<file path="src/rtl/inta_sequencer_if.sv">
// CPU-side acknowledge bus of the interrupt-acknowledge sequencer:
// INTA strobe in; INT request, cascade gate and vector byte out.
interface inta_sequencer_if;
  logic       INTA_N;
  logic       INT;
  logic       INTA_2;
  logic [7:0] Data_out;
  logic       Data_en;

  modport master (
    output INTA_N,
    input  INT, INTA_2, Data_out, Data_en
  );

  modport slave (
    input  INTA_N,
    output INT, INTA_2, Data_out, Data_en
  );
endinterface

</file>
<file path="src/rtl/inta_sequencer.sv">
// 8086-mode interrupt-acknowledge sequencer for an 8259A-style PIC:
// raises INT, follows the two INTA pulses, sets/clears ISR and places the vector.
module inta_sequencer #(
  parameter int SYNC_STAGES = 2
) (
  input  logic             clk,
  input  logic             reset_n,
  inta_sequencer_if.slave  bus,
  input  logic             Init_clr,
  input  logic             Req_valid,
  input  logic [2:0]       Req_index,
  input  logic             SNGL,
  input  logic             Master_Slave,
  input  logic [2:0]       ID,
  input  logic [2:0]       Own_ID,
  input  logic [7:0]       Slave_map,
  input  logic             AEOI,
  input  logic [4:0]       Vector_base,
  output logic             ISR_set,
  output logic             ISR_clear,
  output logic [2:0]       ISR_index,
  output logic             Freeze
);

  typedef enum logic [2:0] {
    ST_IDLE  = 3'd0,
    ST_REQ   = 3'd1,
    ST_ACK1  = 3'd2,
    ST_WAIT2 = 3'd3,
    ST_ACK2  = 3'd4
  } state_t;

  state_t                 state_q, state_d;
  logic [SYNC_STAGES-1:0] sync_q, sync_d;
  logic                   inta_prev_q, inta_prev_d;
  logic                   int_q, int_d;
  logic                   inta_2_q, inta_2_d;
  logic                   freeze_q, freeze_d;
  logic                   data_en_q, data_en_d;
  logic [7:0]             data_out_q, data_out_d;
  logic                   isr_set_q, isr_set_d;
  logic                   isr_clear_q, isr_clear_d;
  logic [2:0]             isr_index_q, isr_index_d;
  logic [2:0]             cur_index_q, cur_index_d;
  logic                   spurious_q, spurious_d;
  logic                   inta_sync_s, fall_s, rise_s;

  // A lone PIC always answers; a master defers to a cascaded slave; a slave answers only when addressed.
  function automatic logic drive_decision(
    input logic       sngl,
    input logic       master,
    input logic [7:0] slave_map,
    input logic [2:0] cur_index,
    input logic [2:0] id,
    input logic [2:0] own_id
  );
    logic drive;
    if (sngl) begin
      drive = 1'b1;
    end else if (master) begin
      drive = ~slave_map[cur_index];
    end else begin
      drive = (id == own_id);
    end
    return drive;
  endfunction

  assign inta_sync_s = sync_q[SYNC_STAGES-1];
  assign fall_s      = inta_prev_q & ~inta_sync_s;
  assign rise_s      = ~inta_prev_q & inta_sync_s;

  // Next-state and registered-output computation.
  always_comb begin
    sync_d      = {sync_q[SYNC_STAGES-2:0], bus.INTA_N};
    inta_prev_d = inta_sync_s;
    state_d     = state_q;
    int_d       = int_q;
    inta_2_d    = inta_2_q;
    freeze_d    = freeze_q;
    data_en_d   = data_en_q;
    data_out_d  = data_out_q;
    isr_set_d   = 1'b0;
    isr_clear_d = 1'b0;
    isr_index_d = isr_index_q;
    cur_index_d = cur_index_q;
    spurious_d  = spurious_q;

    if (Init_clr) begin
      state_d    = ST_IDLE;
      int_d      = 1'b0;
      inta_2_d   = 1'b0;
      freeze_d   = 1'b0;
      data_en_d  = 1'b0;
      data_out_d = 8'h00;
    end else begin
      case (state_q)
        ST_IDLE: begin
          if (Req_valid) begin
            state_d = ST_REQ;
            int_d   = 1'b1;
          end else begin
            state_d = ST_IDLE;
          end
        end
        ST_REQ: begin
          // INT is held even if the request vanishes: the CPU is already committed.
          if (fall_s) begin
            state_d     = ST_ACK1;
            int_d       = 1'b0;
            freeze_d    = 1'b1;
            spurious_d  = ~Req_valid;
            cur_index_d = Req_valid ? Req_index : 3'd7;
            isr_index_d = Req_valid ? Req_index : 3'd7;
            isr_set_d   = Req_valid;
          end else begin
            int_d = 1'b1;
          end
        end
        ST_ACK1: begin
          if (rise_s) begin
            state_d  = ST_WAIT2;
            inta_2_d = 1'b1;
          end else begin
            state_d = ST_ACK1;
          end
        end
        ST_WAIT2: begin
          if (fall_s) begin
            state_d = ST_ACK2;
            data_en_d = drive_decision(SNGL, Master_Slave, Slave_map,
                                       cur_index_q, ID, Own_ID);
            data_out_d = data_en_d ? {Vector_base, cur_index_q} : 8'h00;
          end else begin
            state_d = ST_WAIT2;
          end
        end
        ST_ACK2: begin
          if (rise_s) begin
            state_d     = ST_IDLE;
            data_en_d   = 1'b0;
            data_out_d  = 8'h00;
            inta_2_d    = 1'b0;
            freeze_d    = 1'b0;
            isr_clear_d = AEOI & ~spurious_q;
          end else begin
            state_d = ST_ACK2;
          end
        end
        default: begin
          state_d    = ST_IDLE;
          int_d      = 1'b0;
          inta_2_d   = 1'b0;
          freeze_d   = 1'b0;
          data_en_d  = 1'b0;
          data_out_d = 8'h00;
        end
      endcase
    end
  end

  // State, synchroniser and output registers; synchroniser idles at 1 (INTA inactive).
  always_ff @(posedge clk or negedge reset_n) begin
    if (!reset_n) begin
      state_q     <= ST_IDLE;
      sync_q      <= {SYNC_STAGES{1'b1}};
      inta_prev_q <= 1'b1;
      int_q       <= 1'b0;
      inta_2_q    <= 1'b0;
      freeze_q    <= 1'b0;
      data_en_q   <= 1'b0;
      data_out_q  <= 8'h00;
      isr_set_q   <= 1'b0;
      isr_clear_q <= 1'b0;
      isr_index_q <= 3'd0;
      cur_index_q <= 3'd0;
      spurious_q  <= 1'b0;
    end else begin
      state_q     <= state_d;
      sync_q      <= sync_d;
      inta_prev_q <= inta_prev_d;
      int_q       <= int_d;
      inta_2_q    <= inta_2_d;
      freeze_q    <= freeze_d;
      data_en_q   <= data_en_d;
      data_out_q  <= data_out_d;
      isr_set_q   <= isr_set_d;
      isr_clear_q <= isr_clear_d;
      isr_index_q <= isr_index_d;
      cur_index_q <= cur_index_d;
      spurious_q  <= spurious_d;
    end
  end

  assign bus.INT      = int_q;
  assign bus.INTA_2   = inta_2_q;
  assign bus.Data_en  = data_en_q;
  assign bus.Data_out = data_out_q;
  assign ISR_set      = isr_set_q;
  assign ISR_clear    = isr_clear_q;
  assign ISR_index    = isr_index_q;
  assign Freeze       = freeze_q;

endmodule

</file>
<file path="src/flat_wrapper.sv">
// flat-port wrapper written by rule: the top's interface ports become plain ports
module inta_sequencer_flat 
#(
  parameter int SYNC_STAGES = 2
)
  (clk, reset_n, Init_clr, Req_valid, Req_index, SNGL, Master_Slave, ID, Own_ID, Slave_map, AEOI, Vector_base, ISR_set, ISR_clear, ISR_index, Freeze, bus_INTA_N, bus_INT, bus_INTA_2, bus_Data_out, bus_Data_en);
  inta_sequencer_if bus_i ();
  input  logic clk;
  input  logic reset_n;
  input  logic Init_clr;
  input  logic Req_valid;
  input  logic [2:0] Req_index;
  input  logic SNGL;
  input  logic Master_Slave;
  input  logic [2:0] ID;
  input  logic [2:0] Own_ID;
  input  logic [7:0] Slave_map;
  input  logic AEOI;
  input  logic [4:0] Vector_base;
  output logic ISR_set;
  output logic ISR_clear;
  output logic [2:0] ISR_index;
  output logic Freeze;
  input wire logic [$bits(bus_i.INTA_N)-1:0] bus_INTA_N;
  output wire logic [$bits(bus_i.INT)-1:0] bus_INT;
  output wire logic [$bits(bus_i.INTA_2)-1:0] bus_INTA_2;
  output wire logic [$bits(bus_i.Data_out)-1:0] bus_Data_out;
  output wire logic [$bits(bus_i.Data_en)-1:0] bus_Data_en;
  assign bus_i.INTA_N = bus_INTA_N;
  assign bus_INT = bus_i.INT;
  assign bus_INTA_2 = bus_i.INTA_2;
  assign bus_Data_out = bus_i.Data_out;
  assign bus_Data_en = bus_i.Data_en;
  inta_sequencer #(.SYNC_STAGES(SYNC_STAGES)) u_core (.clk(clk), .reset_n(reset_n), .bus(bus_i), .Init_clr(Init_clr), .Req_valid(Req_valid), .Req_index(Req_index), .SNGL(SNGL), .Master_Slave(Master_Slave), .ID(ID), .Own_ID(Own_ID), .Slave_map(Slave_map), .AEOI(AEOI), .Vector_base(Vector_base), .ISR_set(ISR_set), .ISR_clear(ISR_clear), .ISR_index(ISR_index), .Freeze(Freeze));
endmodule
</file>
<file path="config.mk">
export PLATFORM = sky130hd
export DESIGN_NAME = inta_sequencer_flat
export DESIGN_NICKNAME = d
export VERILOG_FILES = /design/src/rtl/inta_sequencer_if.sv /design/src/rtl/inta_sequencer.sv /design/src/flat_wrapper.sv
export SDC_FILE = /design/constraint.sdc
export NUM_CORES = 1
export LEC_CHECK = 0
export CAP_MARGIN = 30
export CELL_PAD_IN_SITES_DETAIL_PLACEMENT = 0
export CELL_PAD_IN_SITES_GLOBAL_PLACEMENT = 1
export CORE_AREA = 3 3 68 70
export DETAILED_ROUTE_END_ITERATION = 12
export DIE_AREA = 0 0 71 73
export PLACE_DENSITY_LB_ADDON = 0.1
export SLEW_MARGIN = 20
export SYNTH_ARGS = -nofsm -noshare
export SYNTH_HDL_FRONTEND = slang
export SYNTH_SLANG_ARGS = --single-unit
</file>
<file path="constraint.sdc">
create_clock -name clk -period 1.75 [get_ports clk]
set_clock_uncertainty 0.2 [all_clocks]
set_input_delay 0.35 -clock clk [delete_from_list [all_inputs] [get_ports clk]]
set_output_delay 0.35 -clock clk [all_outputs]
set_load 0.005 [all_outputs]
</file>
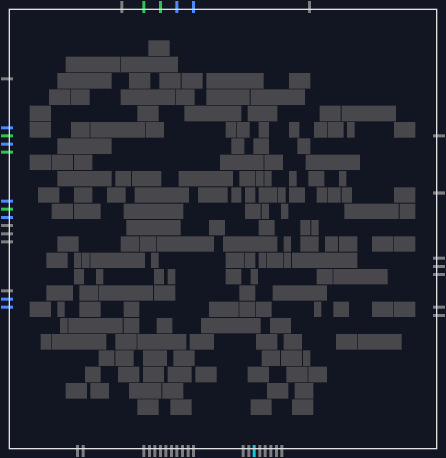
Fig. 1. Pin map.
(6 px per um) Pins as bars across the die edge, other pins in gray.
`Vector_base`: shown in green, pins 5, direction input, edge 3 left, 2 top. `SNGL`: shown in cyan, pins 1, direction input, edge bottom. `bus_Data_out`: shown in blue, pins 8, direction output, edge 6 left, 2 top.
All pins by edge: 20 bottom, 14 left, 7 right, 6 top.
IO Port Bufs: 46
die height: 73 um
Die W: 71 um

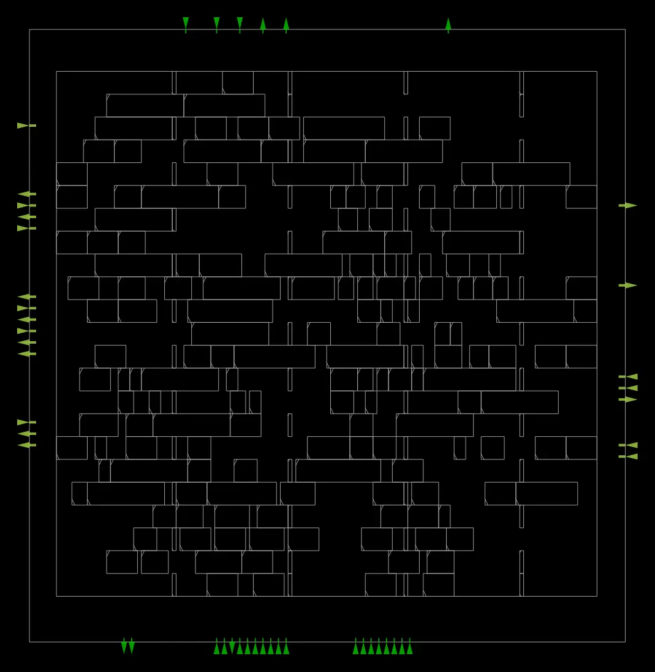
Fig. 2. Cell placement.
sequential share of cell area: 0.3149
flop count: 24
fin util: 0.4773
# fillers: 397

==> run_results.csv <==
group,metric,value,unit
cts,cts_tree,"built",
sta,setup_viol,10,
drt,vias,1009,
cts,cts_buffers,3,
synth,synth_warnings,0,
sta,max_freq,507.8,MHz
sta,fin_ws,-219.1,ps
synth,yosys_area,0.001129,sq mm
synth,ys_sh_simple,0.1475,
drt,first_pass_iters,4,
floorplanning,core,0.004029,sq mm
floorplanning,nWellTaps,50,
synth,synth-adder-area-share,0,
layout,layout.nets,198,
grt,grt_max_degree,25,
floorplanning,std_cell_rows,23,
synth,synth-seq-area-share,0.5355,
synth,ys_sh_aoi,0.1896,
layout,sh_comb_area,0.2765,
synth,yosysTopAreaCell,"dfrtp_1",
sta,fin_crit_sh,1.125,
floorplanning,chipArea,0.005183,sq mm
power_and_ir_drop,pwr-share-clk,0.318,
layout,instances_no_fill,217,
synth,synthMuxAreaShare,0.06874,
grt,grt_pass1_vias,1099,
status,outcome,"complete, but fails checks",
sta,rsz0062_at_grt,"true",
setup_path,start_kind,"register",
layout,largest_class,"non-clock buffers",
setup_path,cp_data_arrival_time,1980,ps
synth,synthXorXnorAreaFrac,0.03104,
synth,topCellsByArea,"dfrtp_1 (47%), dfstp_2 (7.0%), a22o_1 (6.2%)",
cts,cts_sinks,24,
layout,logic_area,531.8,sq um
synth,synthFlopType,"dfrtp_1",
cts,ctsHoldBuffers,0,
floorplanning,io_pins,47,
cts,cts.clk_slew.worst_paths,90,ps
power_and_ir_drop,share_comb_of_total_power,0.268,
synth,yosysUniqueCellTypes,32,
synth,synthCells,98,
cts,cts_resized,2,
synth,synth_area,0.001129,sq mm
cts,clockBufferDepth,2,
power_and_ir_drop,power,1.536,mW
floorplanning,fp_util,0.2801,
sta,hold_viol_final,0,
synth,yosysCellCount,98,
drt,wl,3133,um
setup_path,worstPathRequired,1760,ps
cts,htreeDepth,1,
drt,antenna_left,0,
sta,max_slew_margin,0.5833,
power_and_ir_drop,seqPwrFrac,0.414,
status,violations,"negative setup slack",
synth,ys_async_sr_fraction,1.000,
power_and_ir_drop,p_leak,0.8826,nW
setup_path,timing.critical_path.buf_inv,0,
drt,via_per_inst,4.650,
setup_path,endpoint_kind,"register",
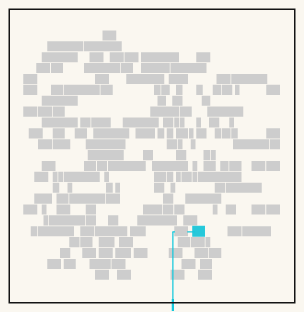
Fig. 3. Nets reached from selected ports.
(4 px per um)
`SNGL`: shown in cyan, bits 1, direction input, edge bottom, end cells 1, buffers 1, wire 19.5 um.

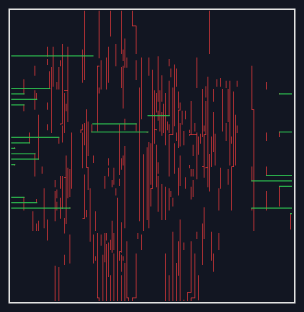
Fig. 4. Routed metal, one color a layer.
(4 px per um) Only two layers are drawn.
met2: shown in red, wire length 1630 um. met3: shown in green, wire length 161 um.

[registers in the layout, indices dropped and copies added (netlist names)]
signal / cells
u_core.ISR_set: 1
u_core.bus.Data_en: 1
u_core.inta_prev_q: 1
u_core.ISR_clear: 1
u_core.Freeze: 1
u_core.sync_q: 2
u_core.bus.INT: 1
u_core.bus.INTA_2: 1
u_core.ISR_index: 3
u_core.spurious_q: 1
u_core.bus.Data_out: 8
u_core.state_q: 3
[worst paths after layout]
path / startpoint / slack [ps] / depth (start not counted) / endpoint
worst max-delay path: u_core.ISR_index[0]$_DFFE_PN0P_ / -220 / 4 / u_core.bus.Data_out[6]$_DFFE_PN0P_
worst min-delay path: u_core.sync_q[0]$_DFF_PN1_ / 160 / 0 / u_core.sync_q[1]$_DFF_PN1_
worst max register to register: u_core.ISR_index[0]$_DFFE_PN0P_ / -220 / 4 / u_core.bus.Data_out[6]$_DFFE_PN0P_
worst min register to register: u_core.sync_q[0]$_DFF_PN1_ / 160 / 0 / u_core.sync_q[1]$_DFF_PN1_
max in group asynchronous: reset_n / 910 / 2 / u_core.sync_q[0]$_DFF_PN1_
min in group asynchronous: reset_n / 220 / 2 / u_core.ISR_clear$_DFF_PN0_
[through the flow]
stage / cell area [sq um] / hold WS (ps) / TNS (ps)
2_1_floorplan: 1134 / -145.6 / -892.8
4_1_cts: 1869 / 166.7 / -2251
3_5_place_dp: 1762 / 153.2 / -5057
6_report: 1923 / 164.9 / -1839
5_1_grt: 1923 / 172.6 / -2491
3_3_place_gp: 1762 / 147.6 / -4731
[kinds of logic (layout without fill, tap and decap cells)]
| kind of cell | Yosys count | after routing |
|---|---|---|
| and+or+nand+nor | 30 | 30 |
| buffers and inverters | 8 | 76 |
| xor gates and xnor gates | 4 | 4 |
| DFF | 24 | 24 |
| AOI/OAI and AO/OA | 26 | 27 |
| muxes | 6 | 6 |
[layout by cell type, fill, tap and decap left out, types with 2 or more instances in the layout]
master	count
clkbuf_8	3
dlymetal6s2s_1	2
dfrtp_1	20
o21ai_0	6
inv_1	4
buf_4	20
clkdlybuf4s50_1	42
a22o_1	8
nand2_1	6
a21oi_1	3
dfstp_2	3
nor3_1	3
and3_1	2
nor2_1	11
o32ai_4	2
mux2_2	2
dlygate4sd2_1	2
nand2b_1	4
xnor2_1	4
[routing by layer]
layer,up-vias,track usage,part of all wire
met5,-,0,0
met4,0,0.02505,0.0067
met3,4,0.03994,0.051
met2,24,0.2297,0.52
met1,487,0.1670,0.42
li1,494,-,-
[worst register-to-register path, delay by kind of cell, from the launching register on]
kind	cells	cell delay, ps
mux	2	870
flops	1	440
compound gates	2	400
[power groups by stage]
| stage | sequential, mW | combinational (mW) | clock, mW |
|---|---|---|---|
| 2_1_floorplan | 0.656 | 0.132 | 0 |
| 5_1_grt | 0.644 | 0.452 | 0.532 |
| 3_5_place_dp | 0.658 | 0.351 | 0 |
| 4_1_cts | 0.639 | 0.394 | 0.508 |
| 6_report | 0.636 | 0.412 | 0.489 |
| 3_3_place_gp | 0.657 | 0.347 | 0 |
Power is estimated from default activity; no workload was simulated.
